## src/rtl/matrix_load_buffer.sv

```systemverilog
// rtl/matrix_load_buffer.sv - ping-pong buffer that assembles a row-major element stream into flat N*N matrices
module matrix_load_buffer #(
    parameter int MATRIX_SIZE = 4,
    parameter int DATA_WIDTH  = 8
) (
    input  logic                                          clk,
    input  logic                                          rst,
    input  logic                                          clear,
    input  logic [DATA_WIDTH-1:0]                         in_data,
    input  logic                                          in_valid,
    input  logic                                          in_last,
    output logic                                          in_ready,
    output logic [MATRIX_SIZE*MATRIX_SIZE*DATA_WIDTH-1:0] out_flat,
    output logic                                          out_valid,
    input  logic                                          out_done,
    output logic                                          err,
    output logic [7:0]                                    mat_count
);

    localparam int NN = MATRIX_SIZE * MATRIX_SIZE;
    localparam int FW = NN * DATA_WIDTH;
    localparam int CW = (NN > 1) ? $clog2(NN) : 1;
    localparam logic [CW-1:0] LAST_IDX = CW'(NN - 1);

    logic [FW-1:0] bank_q [2];
    logic [FW-1:0] bank_d [2];
    logic [1:0]    full_q, full_d;
    logic          wr_bank_q, wr_bank_d;
    logic          rd_bank_q, rd_bank_d;
    logic [CW-1:0] elem_cnt_q, elem_cnt_d;
    logic          err_q, err_d;
    logic [7:0]    mat_count_q, mat_count_d;

    logic accept;
    logic at_last;
    logic rel_en;

    // The write bank is only ever full when both banks hold unconsumed matrices.
    assign in_ready  = ~full_q[wr_bank_q] & ~clear;
    assign accept    = in_valid & in_ready;
    assign at_last   = (elem_cnt_q == LAST_IDX);
    assign rel_en    = out_done & full_q[rd_bank_q];

    assign out_valid = full_q[rd_bank_q];
    assign out_flat  = bank_q[rd_bank_q];
    assign err       = err_q;
    assign mat_count = mat_count_q;

    always_comb begin
        bank_d      = bank_q;
        full_d      = full_q;
        wr_bank_d   = wr_bank_q;
        rd_bank_d   = rd_bank_q;
        elem_cnt_d  = elem_cnt_q;
        err_d       = 1'b0;
        mat_count_d = mat_count_q;

        if (clear) begin
            full_d     = 2'b00;
            wr_bank_d  = 1'b0;
            rd_bank_d  = 1'b0;
            elem_cnt_d = '0;
        end else begin
            if (rel_en) begin
                full_d[rd_bank_q] = 1'b0;
                rd_bank_d         = ~rd_bank_q;
                mat_count_d       = mat_count_q + 8'd1;
            end
            if (accept) begin
                // Element 0 lands in the most significant slot of the flat word.
                for (int k = 0; k < NN; k++) begin
                    if (elem_cnt_q == CW'(k)) begin
                        bank_d[wr_bank_q][FW-DATA_WIDTH*k-1 -: DATA_WIDTH] = in_data;
                    end
                end
                if (at_last) begin
                    full_d[wr_bank_q] = 1'b1;
                    wr_bank_d         = ~wr_bank_q;
                    elem_cnt_d        = '0;
                    err_d             = ~in_last;
                end else if (in_last) begin
                    elem_cnt_d = '0;
                    err_d      = 1'b1;
                end else begin
                    elem_cnt_d = elem_cnt_q + CW'(1);
                end
            end
        end
    end

    always_ff @(posedge clk or posedge rst) begin
        if (rst) begin
            bank_q[0]   <= '0;
            bank_q[1]   <= '0;
            full_q      <= 2'b00;
            wr_bank_q   <= 1'b0;
            rd_bank_q   <= 1'b0;
            elem_cnt_q  <= '0;
            err_q       <= 1'b0;
            mat_count_q <= 8'd0;
        end else begin
            bank_q      <= bank_d;
            full_q      <= full_d;
            wr_bank_q   <= wr_bank_d;
            rd_bank_q   <= rd_bank_d;
            elem_cnt_q  <= elem_cnt_d;
            err_q       <= err_d;
            mat_count_q <= mat_count_d;
        end
    end

endmodule

```

## config.mk

```make
export PLATFORM = sky130hd
export DESIGN_NAME = matrix_load_buffer
export DESIGN_NICKNAME = d
export VERILOG_FILES = /design/src/rtl/matrix_load_buffer.sv
export SDC_FILE = /design/constraint.sdc
export NUM_CORES = 1
export LEC_CHECK = 0
export CORE_UTILIZATION = 62
export CTS_BUF_LIST = sky130_fd_sc_hd__clkbuf_8
export CTS_CLUSTER_DIAMETER = 80
export DETAILED_ROUTE_END_ITERATION = 8
export PLACE_DENSITY_LB_ADDON = 0.12
export SETUP_SLACK_MARGIN = 0.02
export SYNTH_ARGS = -nofsm -noshare
export SYNTH_HDL_FRONTEND = slang
export SYNTH_SLANG_ARGS = --single-unit
```

## constraint.sdc

```tcl
create_clock -name clk -period 26.9 [get_ports clk]
set_input_delay 5.38 -clock clk [delete_from_list [all_inputs] [get_ports clk]]
set_output_delay 5.38 -clock clk [all_outputs]
set_load 0.01 [all_outputs]
```

==> run_1/sizing.png <==
(2 px per µm)
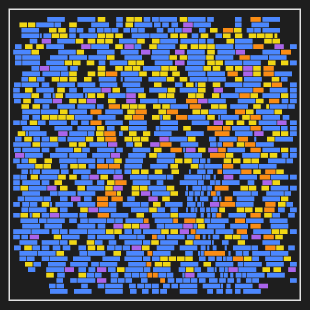
- x3 and x4: orange (cells 77)
- x2: yellow (cells 276)
- x6 and larger: purple (cells 57)
- x1 and smaller: blue (cells 597)

==> run_1/congestion_map.png <==
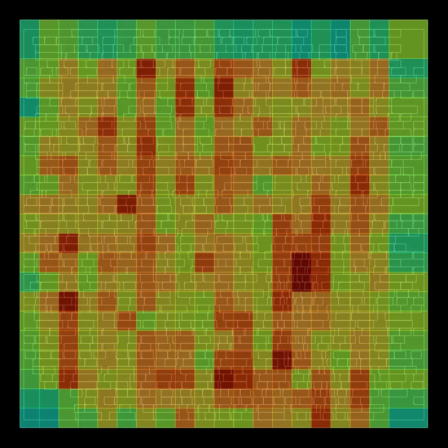
GRT met3 Usage: 0.0533
met1 global-route usage: 0.362
routed len/inst: 21.7 µm

==> run_1/m1.png <==
(3 px per µm)
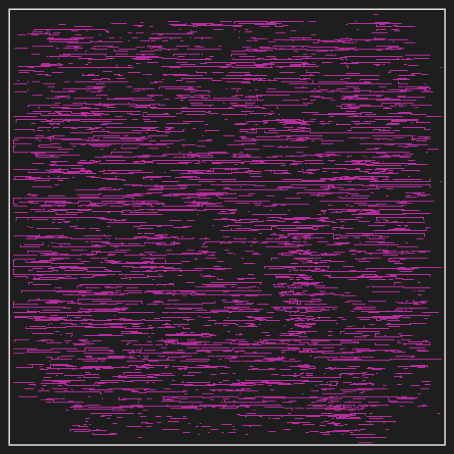
- longest straight run: 43.7 µm
- main direction: horizontal

==> run 1: power by group through the flow <==
stage	logic, µW	clock network [µW]	registers (µW)
after floorplan	50.2	0	438
after global placement	85.6	0	439
after detailed placement	87.8	0	441
after CTS	88.6	349	433
after global routing	95.4	367	435
final	87.7	342	433
==> run 1: path summary, 6_finish.rpt <==
| path | start | to | slack, ns | cells past startpoint |
|---|---|---|---|---|
| max | clear | in_ready | 14.69 | 3 |
| max reg2reg | rd_bank_q | mat_count[6] | 23.74 | 4 |
| min reg2reg | mat_count[7] | mat_count[7] | 0.46 | 1 |
| max in group asynchronous | rst | bank_q[171] | 19.01 | 4 |
| min | mat_count[7] | mat_count[7] | 0.46 | 1 |
| min in group asynchronous | rst | bank_q[253] | 5.35 | 2 |
==> run 1: layer usage <==
layer	vias to the layer above	track usage
li1	3295	-
met1	3855	0.362
met2	176	0.472
met3	46	0.0533
met4	0	0.0837
met5	-	0
==> run 1: logic make-up (layout without fill, tap and decap cells) <==
logic type / count (synthesis) / after routing
simple gates: 73 / 73
flops: 273 / 273
xor+xnor: 8 / 8
compound gates: 15 / 15
mux: 388 / 388
fa+ha+maj: 5 / 5
buf+inv: 64 / 245
==> run 1: critical path, stage by stage <==
cell	delay, ns
clkdlybuf4s50_1	0.68
nor2_1	0.22
clkdlybuf4s50_1	0.56
==> run 1: sequential cells by signal, indices dropped and copies added (netlist names) <==
signal      count
bank_q        256
mat_count       8
elem_cnt_q      4
full_q          2
err             1
rd_bank_q       1
wr_bank_q       1
==> run 1: area by class of cell <==
type | count | area share
Clock buffer | 56 | 0.0509
Clock inverter | 18 | 0.00487
Inverter | 7 | 0.00223
Multi-Input combinational cell | 489 | 0.362
Sequential cell | 273 | 0.451
Tap cell | 265 | 0.0219
Timing Repair Buffer | 164 | 0.106
==> job_summary.md, run 1 <==
## PnR job results

| Metric | Value |
|---|---|
| Outcome | `finished clean` |
| Antenna-violating nets left | `0` |
| Adder Area Share | `0.00495` |
| Final hold slack | `0.462 ns` |
| CP startpoint kind | `primary input` |
| CTS tree | `done` |
| Sink Count | `273` |
| Flop area | `6840 µm²` |
| Tcrit/Tclk final | `0.454` |
| Design Area, Final | `15100 µm²` |
| Post-CTS Setup Inserts | `0` |
| Multi-input logic area | `5490 µm²` |
| Crit Path Max Fanout | `17` |
| Chip Area, Yosys | `12600 µm²` |
| DP Worst Slack | `14.71 ns` |
| Via count | `7372` |
| Most numerous logic cells after layout | `dfrtp_1 (272), mux2_2 (271), clkdlybuf4s50_1 (152)` |
| Aoi share | `0.00822` |
| Clk buf depth | `3` |
| Initial antenna violation count | `0` |
| Mux area share | `0.355` |
| Cell count listed in synth_stat.txt | `826` |
| Gr ovfl total | `0` |
| Req. time, crit path | `21.52 ns` |
| Register area share after synthesis | `0.540` |
| Main logic family after synthesis | `multiplexers` |
| Remaining routing DRC violations | `0` |
| Filler cells | `1170` |
| Internal power | `659 µW` |
| Largest net degree at the start of global routing | `111` |
| Overall routing resource usage | `0.278` |
| Met1 WL | `11600 µm` |
| 1st-pass router iterations | `4` |
| Latency at later pin | `0.55 ns` |
| I/O pin count | `153` |
| Post-layout util | `0.768` |
| Clock root buffer | `clkbuf_8` |
| Pwr per Cell Area | `57.0 nW/µm²` |
| Fin nets | `999` |
| Die footprint | `21000 µm²` |
| WL met2 | `14100 µm` |
| Via count of the first global-routing pass | `8055` |
| Setup TNS | `0 ns` |
| Static Leak | `0.00756 µW` |
| H-tree Lvls | `2` |
| Hpwl dp | `17100 µm` |
| Sequential share of power | `0.502` |
| N_diodes | `0` |
| Avg Inst Size Synth | `15.3 µm²` |
| Worst EP arrival | `6.83 ns` |
| Rows | `51` |
| Max-cap viol count | `0` |
| Minimum clock period | `12.21 ns` |
| Cts repair resizes | `0` |
| Cells after DPL | `1198` |
| Initial Utilization | `0.641` |
| Asr flop ratio synth | `1.00` |
| Post-Syn Nets | `845` |
| Yosys reg bits | `273` |
| Hold WC Path Type | `flop to flop` |
| Critical path class | `primary input to output pin` |
| Highest routed layer | `met4` |
| Setup ws final | `14.69 ns` |
| Core area | `19700 µm²` |
| Total wire length | `27600 µm` |
| DRC violation total after the first TritonRoute iteration | `394` |
| Chip width | `145 µm` |
| Worst slew margin | `0.244` |
| CTS Buf Count | `45` |
| First-pass GRT wire length | `43600 µm` |
| Flip-flops with a built-in enable | `0` |
| Hold Buf Count CTS | `0` |
| YS warnings | `0` |
| Dominant flop cell | `dfrtp_1` |
| Final setup viols | `0` |
| GP Congestion | `0.827` |
| Clock skew | `0.00950 ns` |
| Number of OpenROAD warnings | `31` |
| Slew Viols, Final | `0` |
| Synth top area cells | `dfrtp_1 (54%), mux2_2 (24%), mux2_1 (7.4%), mux2_4 (3.8%), nor3_4 (3.0%)` |
| Critical path capture point type | `output pin` |
| Worst IR drop on VDD | `0.0000408 V` |
| Cell taking the most area after synthesis | `dfrtp_1` |
| Ratio of cells with drive above 1 in the final layout | `0.407` |
| Synthesis-to-finish area growth | `19.8%` |
| Switching pwr | `204 µW` |
| Total power | `863 µW` |
| Post-Syn Instances | `826` |
| Top-count cell post-synth | `dfrtp_1` |
| Fmax | `0.0819 GHz` |
| Commonest Layout Cell | `dfrtp_1` |
| Top cells by count | `dfrtp_1 (273), mux2_2 (271), mux2_1 (83)` |
| Clk pwr share | `0.396` |
| Non-filler cells, final | `1272` |
| Comb pwr share | `0.102` |
| Yosys simple share | `0.0604` |
| Clk slew on worst S/H paths | `0.05 ns` |
| Xor/xnor share | `0.00554` |
| Syn Std Cell Area | `12600 µm²` |
| Worst-margin pin slew | `1.13 ns` |
| Unrepaired setup endpoints after global routing | `false` |
| Buffers added on ports | `152` |
| Library cells used by synthesis | `43` |
| Area share of the largest cell type after synthesis | `0.540` |
| Routed wl met3 | `1400 µm` |
==> run_1/closeup.png <==
Region (24, 96) to (49, 121) µm. Cells in grey, sequential cells in the stronger grey; small squares are vias.
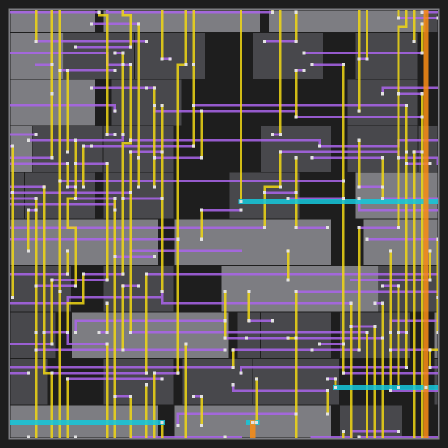

==> run 1 -> run 2 <==
Settings changed: CORE_UTILIZATION 62 to 58.
Clock period 26.9 ns to 11.26 ns, I/O delays scaled along.
==> run_2/closeup.png <==
Region (25, 100) to (50, 125) µm. Cells in grey, sequential cells in the stronger grey; small squares are vias.
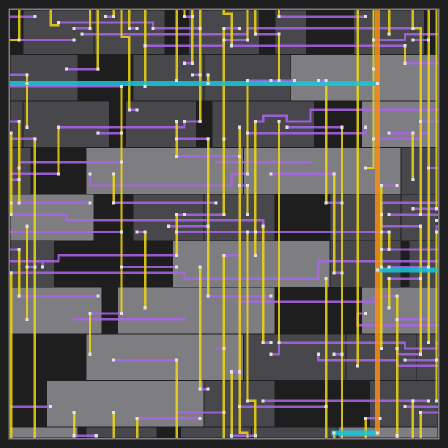
- M4: orange
- M3: cyan
- M2: yellow
- M1: purple
- netlist names of flops here include: bank_q (9)
- most frequent: mux2_2 (12), dfrtp_1 (9), mux2_1 (4)
- cells with their middle in the window: 32
- sequential cells in the window: 9

==> job_summary.md, run 2 <==
## PnR job results

| Metric | Value |
|---|---|
| Via count | `7326 (was 7372)` |
| Number of OpenROAD warnings | `31 (unchanged)` |
| Initial antenna violation count | `0 (unchanged)` |
| Post-CTS Setup Inserts | `0 (unchanged)` |
| Switching pwr | `503 µW (was 204 µW)` |
| CTS Buf Count | `45 (unchanged)` |
| Clk buf depth | `3 (unchanged)` |
| Post-Syn Nets | `845 (unchanged)` |
| Fmax | `0.168 GHz` |
| Remaining routing DRC violations | `0 (unchanged)` |
| Hpwl dp | `17300 µm (was 17100 µm)` |
| Static Leak | `0.00759 µW (was 0.00756 µW)` |
| Chip Area, Yosys | `12600 µm² (unchanged)` |
| Synthesis-to-finish area growth | `20.4% (was 19.8%)` |
| Hold_sp | `mat_count[7] (unchanged)` |
| Hold WC Path Type | `flop to flop (unchanged)` |
| Crit Path Max Fanout | `17 (unchanged)` |
| Req. time, crit path | `9.01 ns (was 21.52 ns)` |
| Crit Reg-Reg Endpoint | `mat_count[1] (was mat_count[6])` |
| Cts repair resizes | `0 (unchanged)` |
| Buffers added on ports | `152 (unchanged)` |
| Clk pwr share | `0.407 (was 0.396)` |
| Cells along the critical path | `clkdlybuf4s50_1 -> nor2_1 -> clkdlybuf4s50_1 (unchanged)` |
| H-tree Lvls | `2 (unchanged)` |
| Slew Viols, Final | `0 (unchanged)` |
| Comb pwr share | `0.100 (was 0.102)` |
| Dominant flop cell | `dfrtp_1 (unchanged)` |
| Family with the most delay on the worst path | `buffers and inverters (unchanged)` |
| Top-count cell post-synth | `dfrtp_1 (unchanged)` |
| Largest net degree at the start of global routing | `123 (was 111)` |
| I/O pin count | `153 (unchanged)` |
| Synth top area cells | `dfrtp_1 (54%), mux2_2 (24%), mux2_1 (7.4%), mux2_4 (3.8%), nor3_4 (3.0%) (unchanged)` |
| Reg2reg setup slack | `8.13 ns (was 23.74 ns)` |
| Register area share after synthesis | `0.540 (unchanged)` |
| R2R cell count | `4 (unchanged)` |
| Overall routing resource usage | `0.264 (was 0.278)` |
| Largest Register | `bank_q (unchanged)` |
| Most numerous logic cells after layout | `dfrtp_1 (272), mux2_2 (271), clkdlybuf4s50_1 (152) (unchanged)` |
| Setup TNS | `0 ns (unchanged)` |
| Beginning of the worst register-to-register path | `rd_bank_q (unchanged)` |
| Core area | `21200 µm² (was 19700 µm²)` |
| Total power | `2100 µW (was 863 µW)` |
| Rows | `53 (was 51)` |
| Sequential share of power | `0.493 (was 0.502)` |
| Flip-flops with a built-in enable | `0 (unchanged)` |
| Worst EP arrival | `3.69 ns (was 6.83 ns)` |
| Max stage delay on crit path | `0.68 ns (about the same)` |
| Critical path capture point type | `output pin (unchanged)` |
| Total wire length | `28000 µm (was 27600 µm)` |
| GP Congestion | `0.773 (was 0.827)` |
| WHS Endpoint | `mat_count[7] (unchanged)` |
| Syn Std Cell Area | `12600 µm² (unchanged)` |
| Antenna-violating nets left | `0 (unchanged)` |
| CTS tree | `done (unchanged)` |
| Routed len/inst | `21.7 µm (about the same)` |
| Outcome | `finished clean (unchanged)` |
| Filler cells | `1422 (was 1170)` |
| Worst IR drop on VDD | `0.000103 V (was 0.0000408 V)` |
| Final setup viols | `0 (unchanged)` |
| N_diodes | `0 (unchanged)` |
| Unrepaired setup endpoints after global routing | `false (unchanged)` |
| Worst slew margin | `0.295 (was 0.244)` |
| Chip width | `150 µm (was 145 µm)` |
| Critical path class | `primary input to output pin (unchanged)` |
| Worst-margin pin slew | `1.05 ns (was 1.13 ns)` |
| DRC violation total after the first TritonRoute iteration | `307 (was 394)` |
| Via count of the first global-routing pass | `8241 (was 8055)` |
| Commonest Layout Cell | `dfrtp_1 (unchanged)` |
| CP startpoint kind | `primary input (unchanged)` |
| Pwr per Cell Area | `138 nW/µm² (was 57.0 nW/µm²)` |
==> run 2: metal layers <==
layer | global-route usage | vias up | wire length, µm
li1 | - | 3293 | -
met1 | 0.339 | 3814 | 12000
met2 | 0.456 | 178 | 14200
met3 | 0.0488 | 41 | 1220
met4 | 0.0724 | 0 | 480
met5 | 0 | - | 0
==> run 2: logic make-up after synthesis <==
kind of cell / synth area share
simple gates: 0.0604
mux: 0.355
fa+ha+maj: 0.00495
compound gates: 0.00822
buf+inv: 0.0255
xor+xnor: 0.00554
flops: 0.540
==> run 2: area by class of cell <==
class	instances	area [µm²]	share of cell area
Timing Repair Buffer	164	1610	0.106
Clock inverter	23	105	0.00691
Tap cell	275	344	0.0226
Clock buffer	58	798	0.0525
Inverter	7	33.8	0.00222
Sequential cell	273	6840	0.449
Multi-Input combinational cell	489	5490	0.361
==> run 2: stage by stage <==
step                      setup WS [ns]  hold WS [ns]  cells  area, µm²   util
after floorplan                    1.48         0.452    826      12600      -
after global routing               5.13         0.496   1289      15200  0.717
after detailed placement           5.35         0.471   1208      14300  0.675
final                              5.32         0.476   1289      15200  0.717
after CTS                          5.29         0.483   1289      15200  0.717
after global placement             5.36         0.457   1208      14300  0.675
==> run 2: how the worst max path moves through the flow <==
stage	depth (start not counted)	startpoint	slack [ns]	to
floorplan	1	rst	1.48	bank_q[0]
global placement	3	clear	5.36	in_ready
detailed placement	3	clear	5.35	in_ready
CTS	4	rd_bank_q	5.29	out_valid
global route	4	rd_bank_q	5.13	out_valid
finish	3	clear	5.32	in_ready
==> run 2: power by group through the flow <==
stage	clock (µW)	sequential, µW	combinational, µW
detailed placement	0	1050	211
global placement	0	1050	207
global route	918	1040	227
floorplan	0	1050	120
finish	853	1040	210
CTS	873	1040	213
Power and IR drop assume default switching activity.
